**Run 1: placement density heat map**

The die is cut into 14 by 14 equal tiles; white is low, dark blue is high, 0 to 100% covered.
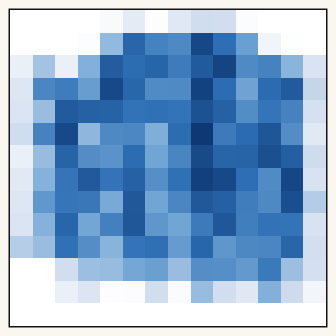
**Run 1: sequential cells coloured by netlist name**

Bar = 50 µm.
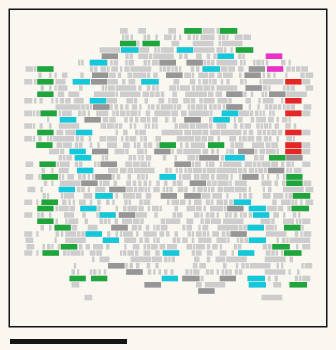
**Run 1: placed standard cells**

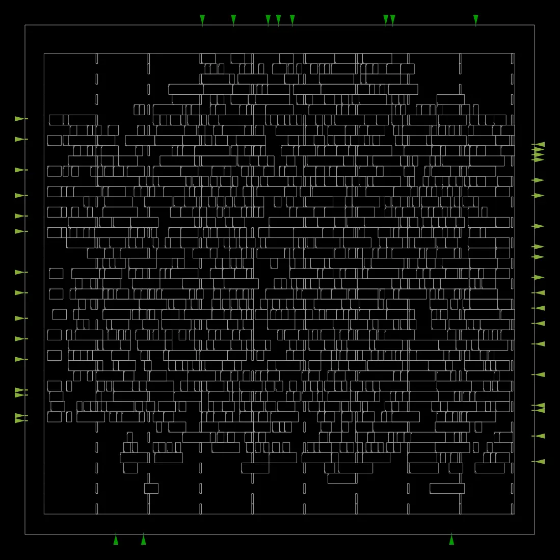
### src/rtl/fib_index.sv
// rtl/fib_index.sv - Fibonacci index lookup for a 32-bit unsigned value
//
// Purpose: walks the Fibonacci sequence F(0)=0, F(1)=1, ... one term per clock
// until it finds the queried value. It then reports either the exact index or
// the largest index whose term is below the value. F(47) is the last term that
// fits in 32 bits, so the walk always stops by index 47.
//
// Ports:
//   clock      in   1   rising-edge clock
//   reset      in   1   synchronous active-high reset
//   in_valid   in   1   query present on in_value
//   in_ready   out  1   block can accept a query this cycle (IDLE, not in reset)
//   in_value   in   32  unsigned value to look up
//   out_valid  out  1   result present (DONE state)
//   out_ready  in   1   consumer takes the result this cycle
//   out_index  out  6   Fibonacci index result
//   out_is_fib out  1   1 = in_value is exactly a Fibonacci number
module fib_index (
    input  logic        clock,
    input  logic        reset,
    input  logic        in_valid,
    output logic        in_ready,
    input  logic [31:0] in_value,
    output logic        out_valid,
    input  logic        out_ready,
    output logic [5:0]  out_index,
    output logic        out_is_fib
);

    localparam logic [1:0] ST_IDLE   = 2'd0;
    localparam logic [1:0] ST_SEARCH = 2'd1;
    localparam logic [1:0] ST_DONE   = 2'd2;

    localparam logic [5:0] LAST_IDX  = 6'd47;

    logic [1:0]  r_state;
    logic [31:0] r_target;
    // prev only ever holds terms up to F(47). cur reaches F(48), which needs
    // 33 bits. Both are kept 33 bits wide so the sum and compares never wrap.
    logic [32:0] r_prev;
    logic [32:0] r_cur;
    logic [5:0]  r_idx;
    logic [5:0]  r_out_index;
    logic        r_out_is_fib;

    logic [32:0] w_target_ext;
    logic        w_eq;
    logic        w_gt;
    logic        w_last;

    assign w_target_ext = {1'b0, r_target};
    assign w_eq         = (r_prev == w_target_ext);
    assign w_gt         = (r_prev > w_target_ext);
    assign w_last       = (r_idx == LAST_IDX);

    assign in_ready   = (r_state == ST_IDLE) && !reset;
    assign out_valid  = (r_state == ST_DONE);
    assign out_index  = r_out_index;
    assign out_is_fib = r_out_is_fib;

    always_ff @(posedge clock) begin
        if (reset) begin
            r_state      <= ST_IDLE;
            r_target     <= 32'd0;
            r_prev       <= 33'd0;
            r_cur        <= 33'd1;
            r_idx        <= 6'd0;
            r_out_index  <= 6'd0;
            r_out_is_fib <= 1'b0;
        end else begin
            case (r_state)
                ST_IDLE: begin
                    if (in_valid) begin
                        r_target <= in_value;
                        r_prev   <= 33'd0;
                        r_cur    <= 33'd1;
                        r_idx    <= 6'd0;
                        r_state  <= ST_SEARCH;
                    end
                end
                ST_SEARCH: begin
                    // The equality test comes first, so the duplicate term 1
                    // resolves to index 1, the first time prev equals 1.
                    if (w_eq) begin
                        r_out_index  <= r_idx;
                        r_out_is_fib <= 1'b1;
                        r_state      <= ST_DONE;
                    end else if (w_gt) begin
                        // prev is 0 at idx 0, so prev can only exceed the
                        // target when idx is at least 1. idx-1 never underflows.
                        r_out_index  <= r_idx - 6'd1;
                        r_out_is_fib <= 1'b0;
                        r_state      <= ST_DONE;
                    end else if (w_last) begin
                        r_out_index  <= LAST_IDX;
                        r_out_is_fib <= 1'b0;
                        r_state      <= ST_DONE;
                    end else begin
                        r_prev <= r_cur;
                        r_cur  <= r_prev + r_cur;
                        r_idx  <= r_idx + 6'd1;
                    end
                end
                ST_DONE: begin
                    if (out_ready) begin
                        r_state <= ST_IDLE;
                    end
                end
                default: begin
                    r_state <= ST_IDLE;
                end
            endcase
        end
    end

endmodule

### config.mk
export PLATFORM = sky130hd
export DESIGN_NAME = fib_index
export DESIGN_NICKNAME = d
export VERILOG_FILES = /design/src/rtl/fib_index.sv
export SDC_FILE = /design/constraint.sdc
export NUM_CORES = 1
export LEC_CHECK = 0
export CORE_MARGIN = 5
export CORE_UTILIZATION = 43
export CTS_CLUSTER_DIAMETER = 50
export DETAILED_ROUTE_END_ITERATION = 16
export GPL_TIMING_DRIVEN = 0
export PLACE_DENSITY = 0.68
export SLEW_MARGIN = 20
export SYNTH_ARGS = -nofsm -noshare
export SYNTH_HDL_FRONTEND = slang
export SYNTH_SLANG_ARGS = --single-unit
### constraint.sdc
create_clock -name clock -period 2.6 [get_ports clock]
set_input_delay 0.52 -clock clock [delete_from_list [all_inputs] [get_ports clock]]
set_output_delay 0.52 -clock clock [all_outputs]
set_load 0.03 [all_outputs]
==> run notes, run 1 <==
flow finished, numbers: Worst setup EP type register, switching part of the total power 0.2728, global route total overflow 0, cells traversed along the worst timing path inv_2 -> ha_4 -> a21oi_2 -> o221ai_2 -> a21o_1 -> a211o_1 -> a31oi_4 -> and3_4 -> nor2_4 -> buf_6 -> or4_4 -> a21oi_2, Area growth, synth to finish 30.22%, Final HPWL DP ~13000 µm, final setup fails 4, ao+oa area frac 0.2181, number of unique standard cell types used by synthesis approximately 61, switching power between 1000 and 1500 µW, total vias in the final route between 6000 and 7000, Critical Path Sink r_idx[5], Reg power frac 0.374, synthesized-area fraction occupied by xor and xnor cells 0.03107, clock-net power roughly 2300 µW, cell area after layout ~0.0088 mm², via density per instance 5.528, cell total after placement about 1100, buffering overhead 0.1024, largest registers in the final layout r_cur: 33 flops, r_prev: 33 flops, r_target: 32 flops, total routed wirelength 19550 µm, asr flop ratio synth 0, number of cells in Yosys stat between 800 and 900, netlist area before placement slightly below 0.007 mm², total routing usage reported by global routing 0.2079, Top power group clock, number of H-tree levels 4, Critical Path Slowest Stage Cell sky130_fd_sc_hd__or4_4, worst setup slack after layout -0.04273 ns, antenna violations before repair 0, portion of synthesized cell area occupied by the leading cell type 0.3344, Sink Count between 100 and 150, net count entering floorplan 991, failing checks negative setup slack, max-cap viol count 0, TritonCTS clock tree done, most used standard cells in the synthesized netlist 159 x sky130_fd_sc_hd__nand2_1, 141 x sky130_fd_sc_hd__a21oi_1, 113 x sky130_fd_sc_hd__dfxtp_1, Combinational Area ~0.0046 mm², internal power contribution 3510 µW, Port-buffer cells approximately 44, fillcell total about 1400, source-to-sink clock delay at the later pin of the worst-skew pair approximately 0.44 ns, run status complete, but fails checks, most used flip-flop cell after synthesis sky130_fd_sc_hd__dfxtp_1, DRT Pass-1 Iters 5, Setup Skew between 0.009 and 0.01 ns, synthesized-area fraction occupied by and/or/nand/nor cells 0.2341, fraction of layout instances using a drive strength above 1 0.1665, Post-CTS Hold Buffers 0, Worst slew margin 0.4758, flop-to-flop setup slack -0.04 ns, global-route wire length before repair ~30000 µm, tally of OpenROAD warnings 29, critical register-to-register path startpoint r_target[28], final weighted congestion of routability-driven global placement about 0.9, cell with the most instances on the worst path sky130_fd_sc_hd__a21oi_2, global-route track usage on met1 0.2809, data required time at the worst endpoint between 2 and 3 ns, Min-Delay Endpoint r_target[10], floorplan-stage core utilization 0.4417, I/O pin count approximately 45, power consumption between 4000 and 5000 µW, MUX share of area 0.004439, setup repair after global routing missed its margin yes, comb_multi_in between 600 and 700, per-instance average area after synthesis about 7.6 µm², reg2reg path depth 12, chip area in the Yosys report about 0.0068 mm², top cell family by delay on the critical path AND-OR/OR-AND gates, clock buffer count from CTS 17, post-synthesis sequential area ratio 0.3344, worst hold path cell count 2, slew of the pin with the lowest slew margin around 0.79 ns, max frequency between 300 and 400 MHz
## Picture notes: 'placement density heat map'
densest ninth of the die: centre
tiles over 75% full: 23%
mean over tiles: 47%

## Picture notes: 'sequential cells coloured by netlist name'
legend:
  r_state:
    colour: magenta
    placed_flops: 2
  out_index:
    colour: red
    placed_flops: 6
  r_target:
    colour: green
    placed_flops: 32
    where: spread over the die
  r_prev:
    colour: cyan
    placed_flops: 33
not coloured: 40
Sequential cell area: 0.002296 mm²
total sequential power: 1810 µW
flip-flop and latch share of the layout cell area: 0.2606
final cell utilization of the core: 0.5752

## Picture notes: 'placed standard cells'
final standard cell count with taps included and fillers excluded: 1196
flip-flop and latch count: 113

**Run 1: M3 wires**

Bar = 50 µm.
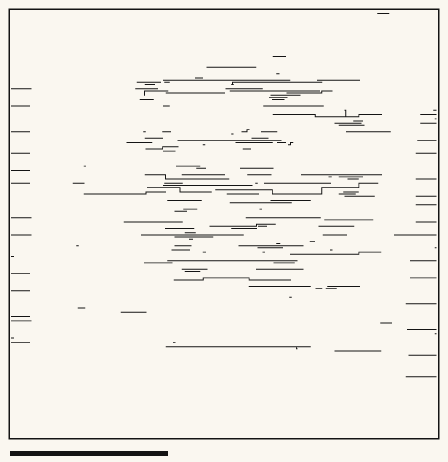

--- run 2 (diff from run 1) ---
--- a/config.mk
+++ b/config.mk
@@ -5,6 +5,7 @@
 export SDC_FILE = /design/constraint.sdc
 export NUM_CORES = 1
 export LEC_CHECK = 0
+export ABC_CLOCK_PERIOD_IN_PS = 2600
 export CORE_MARGIN = 5
 export CORE_UTILIZATION = 43
 export CTS_CLUSTER_DIAMETER = 50
==> constraint.sdc (replaced) <==
create_clock -name clock -period 2.6 [get_ports clock]
set_input_delay 0.78 -clock clock [delete_from_list [all_inputs] [get_ports clock]]
set_output_delay 0.78 -clock clock [all_outputs]
set_load 0.03 [all_outputs]
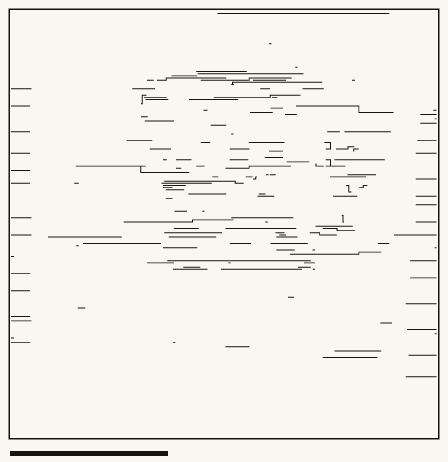
**Above:** run 2 (M3 wires).
Bar = 50 µm.
longest straight run: 54.1 µm
share of all routed wire: 6.5%
wire length on this layer: 1270 µm
main direction: horizontal

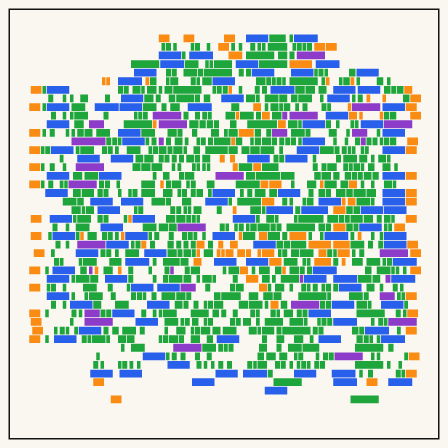
**Above:** run 2 (cells coloured by class).
legend:
  combinational and other logic:
    colour: green
    cells: 726
  sequential cells:
    colour: blue
    cells: 113
  remaining buffers and delay cells:
    colour: orange
    cells: 113
  clock drivers and dummy loads:
    colour: purple
    cells: 31
cell area after layout: 0.008826 mm²
core area: 0.01531 mm²
floorplan row count: 45
flip-flop and latch share of the layout cell area: 0.2601

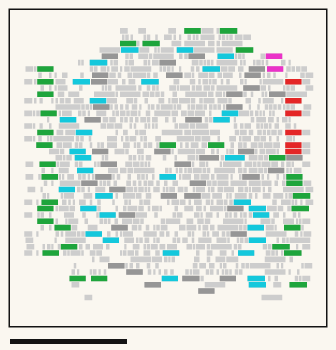
**Above:** run 2 (sequential cells coloured by netlist name).
Bar = 50 µm.
legend:
  r_target:
    colour: green
    placed_flops: 32
    where: spread over the die
  out_index:
    colour: red
    placed_flops: 6
  r_state:
    colour: magenta
    placed_flops: 2
  r_prev:
    colour: cyan
    placed_flops: 33

==> run 2 against run 1 <==
Net effect:
- the flow still finishes with violations (negative setup slack)
- non-clock buffer count fell by 2
- sequential power barely moved
- clock skew fell by 0.0027 ns
- critical path type unchanged
- largest cell class unchanged
- highest routed layer unchanged
- largest power group unchanged
- critical endpoint unchanged
- cell count fell by 0.17%
==> run notes, run 2 <==
flow finished, numbers: synthesized-area fraction occupied by xor and xnor cells 0.03107, switching part of the total power 0.2712, switching power 1308 µW, number of nets still failing antenna checks after routing 0, I/O pin count ~45, Setup Skew ~0.0064 ns, Port-buffer cells between 40 and 50, slew of the pin with the lowest slew margin between 0.7 and 0.8 ns, number of unique standard cell types used by synthesis slightly above 60, Die X-Extent approximately 140 µm, data arrival time at the worst-slack endpoint 2.97 ns, cells traversed along the worst timing path inv_2 -> ha_4 -> a21oi_2 -> o221ai_2 -> a21o_1 -> a211o_1 -> a31oi_4 -> and3_4 -> nor2_4 -> buf_6 -> or4_4 -> a21oi_2, final slew viol count 0, most used standard cells in the synthesized netlist 159 x sky130_fd_sc_hd__nand2_1, 141 x sky130_fd_sc_hd__a21oi_1, 113 x sky130_fd_sc_hd__dfxtp_1, final setup fails 2, portion of synthesized cell area occupied by the leading cell type 0.3344, antenna violations before repair 0, comb_multi_in between 600 and 700, Final Hold Fails 0, chip area in the Yosys report just under 0.007 mm², synthesized-area fraction occupied by and/or/nand/nor cells 0.2341, Worst setup EP type register, global-route track usage on met1 0.2797, Post-CTS Hold Buffers 0, global-route wire length before repair just over 30000 µm, final standard cell count with taps included and fillers excluded around 1200, internal power contribution about 3500 µW, max-cap viol count 0, top cell family by delay on the critical path AND-OR/OR-AND gates, cell with the most instances on the worst path sky130_fd_sc_hd__a21oi_2, chip area around 0.018 mm², max frequency ~380 MHz, Reg power frac 0.375, worst hold path cell count 2, most used flip-flop cell after synthesis sky130_fd_sc_hd__dfxtp_1, DRT Pass-1 Iters 6, Combinational Area approximately 0.0046 mm², clock buffer count from CTS 17, IR drop worst, VDD ~0.48 mV, cell total after placement between 1000 and 1500, Clock power frac 0.472, final cell utilization of the core 0.5763, WHS between 0.4 and 0.5 ns, run status complete, but fails checks, Sequential cell area approximately 0.0023 mm², source-to-sink clock delay at the later pin of the worst-skew pair roughly 0.43 ns, total routed wirelength between 15000 and 20000 µm, final weighted congestion of routability-driven global placement 0.9032, asr flop ratio synth 0, worst setup slack after layout -0.009359 ns, net count entering floorplan 991, Final HPWL DP ~13000 µm, failing checks negative setup slack, Area growth, synth to finish 30.46%, floorplan-stage core utilization 0.4417, per-instance average area after synthesis 7.619 µm², cell depth of the worst setup path 12, setup repair after global routing missed its margin yes, largest registers in the final layout r_cur: 33 flops, r_prev: 33 flops, r_target: 32 flops, fillcell total around 1400, Critical Path Sink r_idx[5], reg2reg path depth 12, total vias in the final route 6634, TritonCTS clock tree done, first-iteration detailed-routing DRC count between 600 and 700, total sequential power ~1800 µW, buffering overhead 0.1032, power consumption slightly below 5000 µW, tally of OpenROAD warnings 29, critical register-to-register path startpoint r_target[28], Min-Delay Endpoint r_target[29], total routing usage reported by global routing 0.2089, global route total overflow 0, MUX share of area 0.004439, number of cells in Yosys stat 888, clock-net power roughly 2300 µW, via density per instance 5.556, Top power group clock, post-synthesis sequential area ratio 0.3344, ao+oa area frac 0.2181, Sink Count 113, netlist area before placement 0.006765 mm², flip-flop and latch count 113, flop-to-flop setup slack -0.009 ns, Critical Path Slowest Stage Cell sky130_fd_sc_hd__or4_4, fraction of layout instances using a drive strength above 1 0.1668, data required time at the worst endpoint slightly below 3 ns, critical path launch point r_target[28], Worst slew margin 0.4934, number of H-tree levels 4
**Run 2: placement density heat map**

The die is cut into 14 by 14 equal tiles; white is low, dark blue is high, 0 to 100% covered.
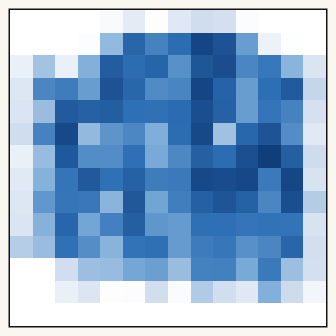

--- run 3 (diff from run 2) ---
--- a/config.mk
+++ b/config.mk
@@ -6,12 +6,13 @@
 export NUM_CORES = 1
 export LEC_CHECK = 0
 export ABC_CLOCK_PERIOD_IN_PS = 2600
+export CAP_MARGIN = 25
 export CORE_MARGIN = 5
-export CORE_UTILIZATION = 43
+export CORE_UTILIZATION = 25
 export CTS_CLUSTER_DIAMETER = 50
 export DETAILED_ROUTE_END_ITERATION = 16
 export GPL_TIMING_DRIVEN = 0
-export PLACE_DENSITY = 0.68
+export PLACE_DENSITY = 0.46
 export SLEW_MARGIN = 20
 export SYNTH_ARGS = -nofsm -noshare
 export SYNTH_HDL_FRONTEND = slang
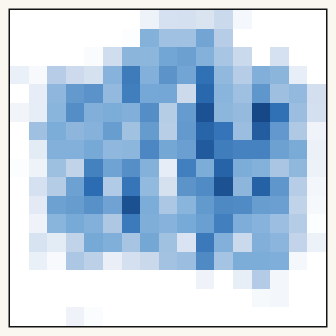
**Above:** run 3 (placement density heat map).
The die is cut into 17 by 17 equal tiles; white is low, dark blue is high, 0 to 100% covered.
nearly empty tiles: 29%
emptiest ninth of the die: south-west
densest ninth of the die: centre

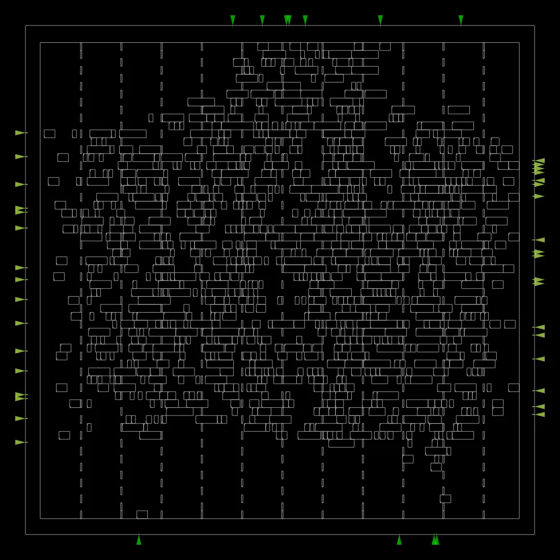
**Above:** run 3 (placed standard cells).
final cell utilization of the core: 0.3454
final standard cell count with taps included and fillers excluded: 1337

==> run 3 against run 2 <==
Net effect:
- sequential cell count did not move
- design area grew 4.9%
- sequential share of layout area fell by 1.3 points
- the flow still finishes with violations (negative setup slack)
- largest power group unchanged
- total power rose by 8.4%
- wire length up 12%
- worst setup slack got worse by 0.15 ns
- non-clock buffer count rose by 12
- synthesized cell count unchanged
==> run notes, run 3 <==
flow finished, numbers: run status complete, but fails checks, failing checks negative setup slack, total sequential power between 1500 and 2000 µW, number of unique standard cell types used by synthesis ~60, WHS ~0.45 ns, synthesized-area fraction occupied by xor and xnor cells 0.03107, cell depth of the worst setup path 15, comb_multi_in 682, final weighted congestion of routability-driven global placement approximately 0.84, cell total after placement approximately 1300, first-iteration detailed-routing DRC count roughly 350, worst setup slack after layout -0.1577 ns, source-to-sink clock delay at the later pin of the worst-skew pair approximately 0.42 ns, switching part of the total power 0.2678, tally of OpenROAD warnings 29, clock-net power between 2000 and 3000 µW, most used flip-flop cell after synthesis sky130_fd_sc_hd__dfxtp_1, antenna violations before repair 0, worst hold path cell count 2, DRT Pass-1 Iters 5, data arrival time at the worst-slack endpoint between 3 and 4 ns, critical path launch point r_target[14], Die X-Extent between 150 and 200 µm, most used standard cells in the synthesized netlist 159 x sky130_fd_sc_hd__nand2_1, 141 x sky130_fd_sc_hd__a21oi_1, 113 x sky130_fd_sc_hd__dfxtp_1, MUX share of area 0.004439, cell area after layout about 0.009 mm², floorplan row count 60, flop-to-flop setup slack -0.16 ns, Critical Path Sink r_cur[24], TritonCTS clock tree done, chip area 0.03045 mm², number of cells in Yosys stat about 900, post-synthesis sequential area ratio 0.3344, final slew viol count 0, global route total overflow 0, core area 0.02680 mm², Reg power frac 0.345, final setup fails 8, Top power group clock, global-route track usage on met1 0.1983
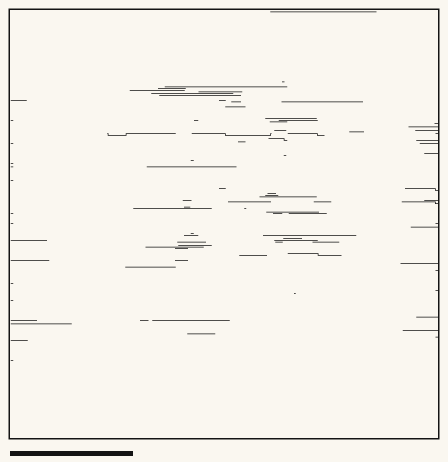
**Above:** run 3 (M3 wires).
Bar = 50 µm.
nets with wire on the layer: 73
longest straight run: 49.7 µm
main direction: horizontal
share of all routed wire: 4.7%

Power and IR drop assume default switching activity.
